Figure 1. Supply network (run 1).
(10 px per µm) Pins as bars on the die edge. Tap cells in gray.
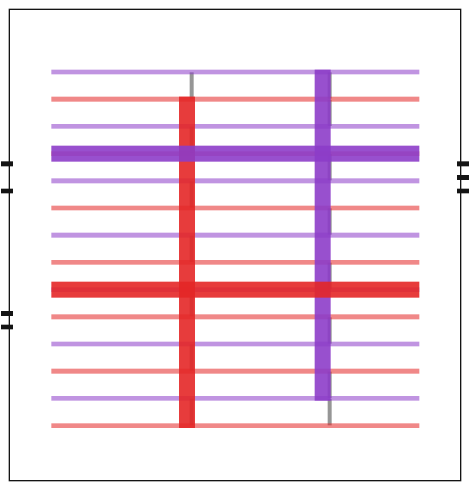
Figure 2. Cell classes on the final placement (run 1).
(10 px per µm) Fill, decap, tap and diode cells in gray.
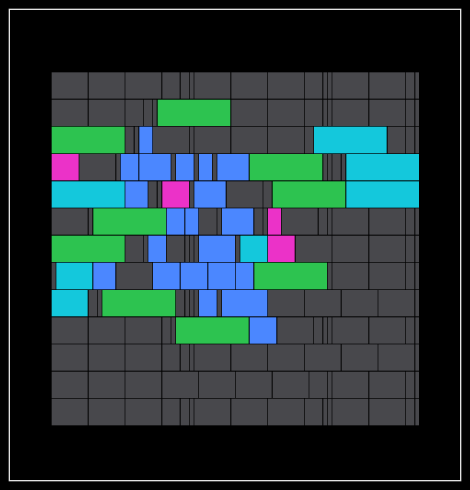
Figure 3. Clock network drawn from the DEF (run 1).
(8 px per µm)
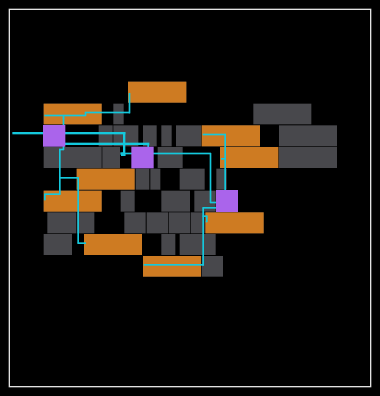
Design btn_conditioner, sky130hd; sources not shown.
==> notes.md <==
Physical implementation.

- The cell with the largest stage delay on the worst path is or4b_1.
- The post-cts gate resize count is 0.
- Synthesis inferred 9 register bits.
- The kind of critical path is flop to flop.
- The worst register-to-register path has a depth of 3.
- For this run, the top clock speed supported by timing is 762 MHz.
- The total overflow reported by the global router is 0.
- The number of sinks handled by clock tree synthesis is 9.
- The level count of the clock H-tree is 1.
- The worst path in the final design needs a cycle of between 1 and 1.5 ns, including I/O delays and setup.
- The script extracted a total leakage power of roughly 0.00017 µW.
- The number of max-slew violations in the final report is 0.
- The width of the die is between 40 and 50 µm.
- The script logs the ratio of routed vias to standard cells as 4.68.
- Entering global routing, the biggest net connects 10 pins.
- The layer flagged by global routing as most heavily used is met2.
- The total count of hold-check failures in the final report is 0.
- The end-of-flow timing check tallies setup violations at 0.
- The worst hold path class is flop to flop.
- The master cell of the clock root buffer is clkbuf_4.
- The final weighted congestion of routability-driven global placement is about 0.70.
- The aggregate routed wire length is 523 µm.
- The antenna cell count is 0.
- The synthesized netlist has a Yosys-reported chip area of about 330 µm².
- The number of cells on the critical path is 3.
- The wire length of the first global-routing pass is 738 µm.
- The initial antenna violation count is 0.
- The synthesized cell area is 333 µm².
- The worst setup path is launched from a flop.
- By area the synthesized netlist is led by dfxtp_1 (54%), nand3b_1 (6.8%), a21oi_1 (6.0%).
- The global routing report lists met3 layer usage as 5.75%.
- STA lists the maximum fanout along the critical path as 4.
- For the worst setup path, the data arrival time is around 1.5 ns.
- After the first detailed-routing iteration, the DRC count stood at 9.
- The register-to-register path setup slack is about 0.09 ns.
- Port buffering added 6 buffers.
- The post-CTS repair timing setup buffer count is 0.
- Setup repair after global routing left no endpoint under its margin.
- The actual transition at the worst max-transition pin is about 0.3 ns.
- The number of optimization iterations in the first detailed-route pass is 4.
- Synthesis produced a netlist whose cell count is 32.
- The area enclosed by the die boundary is approximately 0.0021 mm².
- The Yosys warning count is 0.
- At the floorplan stage, the core utilization is reported as about a quarter.
- On the reported timing paths, the clock transition at the registers reads about 0.06 ns.
- Across every metal layer, demand over resource in global routing totals 5.41%.
- The ratio of cells with drive above 1 in the final layout is about 22%.
- The final cycle utilization of the critical path is a little over nine tenths.
- The total power divided by cell area is around 1100 mW/mm².
- In this run, distinct cell masters in the synthesized netlist total 16.
- In the final timing run, aggregate negative setup slack is 0 ns.
- The total half-perimeter wirelength after legalization and detailed placement is 367 µm.
- Warnings raised by the tools during the run amount to 26.
- The required time at the endpoint of the critical path is between 1.5 and 2 ns.
- The count of nets left with antenna violations once routing finished came out at 0.
- The flow ran to the end, and the final reports show no timing, DRC or antenna violations.
- Counting instances, the worst hold path has a depth of 1.
- The height of the die is 47 µm.
- The cell family contributing the most delay on the critical path is simple AND/OR/NAND/NOR gates.
- In this run the tightest slew margin relative to its limit is around four fifths.
- The final net count is 46.
- For met1 alone, demand over resource in global routing was about 6.3%.
- The largest buffer count on any clock path is 2.
- The buffer and inverter count on the worst path is 0.
- After synthesis, the largest area contributor takes up a little over half of total cell area.
- Dividing the detail-routed wire length by the instance count gives roughly 9.3 µm.
- The stage delay of the slowest cell on the critical path is 0.50 ns.
- Max-cap violations in this run came to 0.
- In the Yosys report, the sequential cells make up a little over half of the chip area.
- The total nets after synthesis is 36.
- The number of buffers inserted by hold repair at cts is 0.
- For met2 alone, demand over resource in global routing was under 10%.
-- Figure 1 (at the start) --
color	net
red	VSS
purple	VDD
tap cells	15
signal pins	7
rows	13
met5 straps	2
met1 rails	14
maximum VDD drop: 0.627 mV
core region area: 0.00130 mm²

-- Figure 2 (at the start) --
color	class	cells
green	flip-flops	9
blue	all other logic	21
magenta	clock drivers and dummy loads	4
cyan	other buffers and delay cells	7
placement row count: 13
sequential portion of the cell area: 38.0%
share of the core filled with cells in the final layout: 36.4%

-- Figure 3 (at the start) --
[orange] flip-flops | count: 9
[cyan] clock wires | length: 116 µm
[purple] cells driving clock nets | count: 3
routed clock nets	4
Clock Latency Late Sink: 0.26 ns
part of the power in the clock network: 38.5%
power consumed by the clock network: 195 µW

## run 1: synth_stat cells
library cell  n
dfxtp_1       9
a21oi_1       4
nand3b_1      3
nand2_1       2
nor2b_1       2
nor4b_1       2
a211oi_1      1
a21o_2        1
buf_4         1
clkbuf_1      1
ha_1          1
inv_1         1
nand3_1       1
o21ai_0       1
or4b_1        1
xnor2_1       1
## run 1: per-stage QoR
stage,power [µW],hold WS (ns),std cells,worst slack [ns],area (µm²)
after floorplan,295,0.358,32,0.162,333
after global placement,317,0.375,52,0.0734,448
after detailed placement,317,0.391,52,0.0651,448
after CTS,518,0.405,56,0.0884,474
after global routing,533,0.422,56,0.0309,474
final,507,0.394,56,0.0881,474
## run 1: kinds of logic after synthesis
| group | Yosys count | synth area share (%) |
|---|---|---|
| compound gates | 7 | 12.4 |
| xor+xnor | 1 | 2.63 |
| fa+ha+maj | 1 | 3.76 |
| buf+inv | 3 | 4.51 |
| flops | 9 | 54.1 |
| simple gates | 11 | 22.6 |
## run 1: worst register-to-register path, stage by stage (launching register included)
cell,delay (ns)
dfxtp_1,0.32
ha_1,0.24
or4b_1,0.50
a21oi_1,0.13
## run 1: power by group
part           internal (µW)  leakage, µW  total [µW]  switching, µW
combinational           23.2    0.0000791        42.3           19.1
sequential               263    0.0000731         269           6.88
clock                    110    0.0000150         195           85.5
total                    395     0.000167         507            111
## run 1: area by class of cell
class | instances | area, µm²
fillers | 139 | 827
flip-flops and latches | 9 | 180
multi-input cells | 20 | 138
repair buffers | 7 | 108
clock buffers | 4 | 26.3
well taps | 15 | 18.8
inverters | 1 | 3.75
## run 1: per-layer routing
layer | part of all wire, % | vias up
li1 | - | 133
met1 | 49 | 116
met2 | 38 | 11
met3 | 12 | 2
met4 | 0.38 | 0
met5 | 0 | -
## run 1: placed cells by master, fill, tap and decap left out
cell type and instances:
a211oi_1 1, a21o_2 1, a21oi_1 4, buf_12 4, buf_4 1, clkbuf_1 1
clkbuf_4 3, clkdlybuf4s50_1 2, dfxtp_1 9, ha_1 1, inv_1 1, nand2_1 2
nand3_1 1, nand3b_1 3, nor2b_1 2, nor4b_1 2, o21ai_0 1, or4b_1 1
xnor2_1 1
Power and IR drop assume default switching activity.
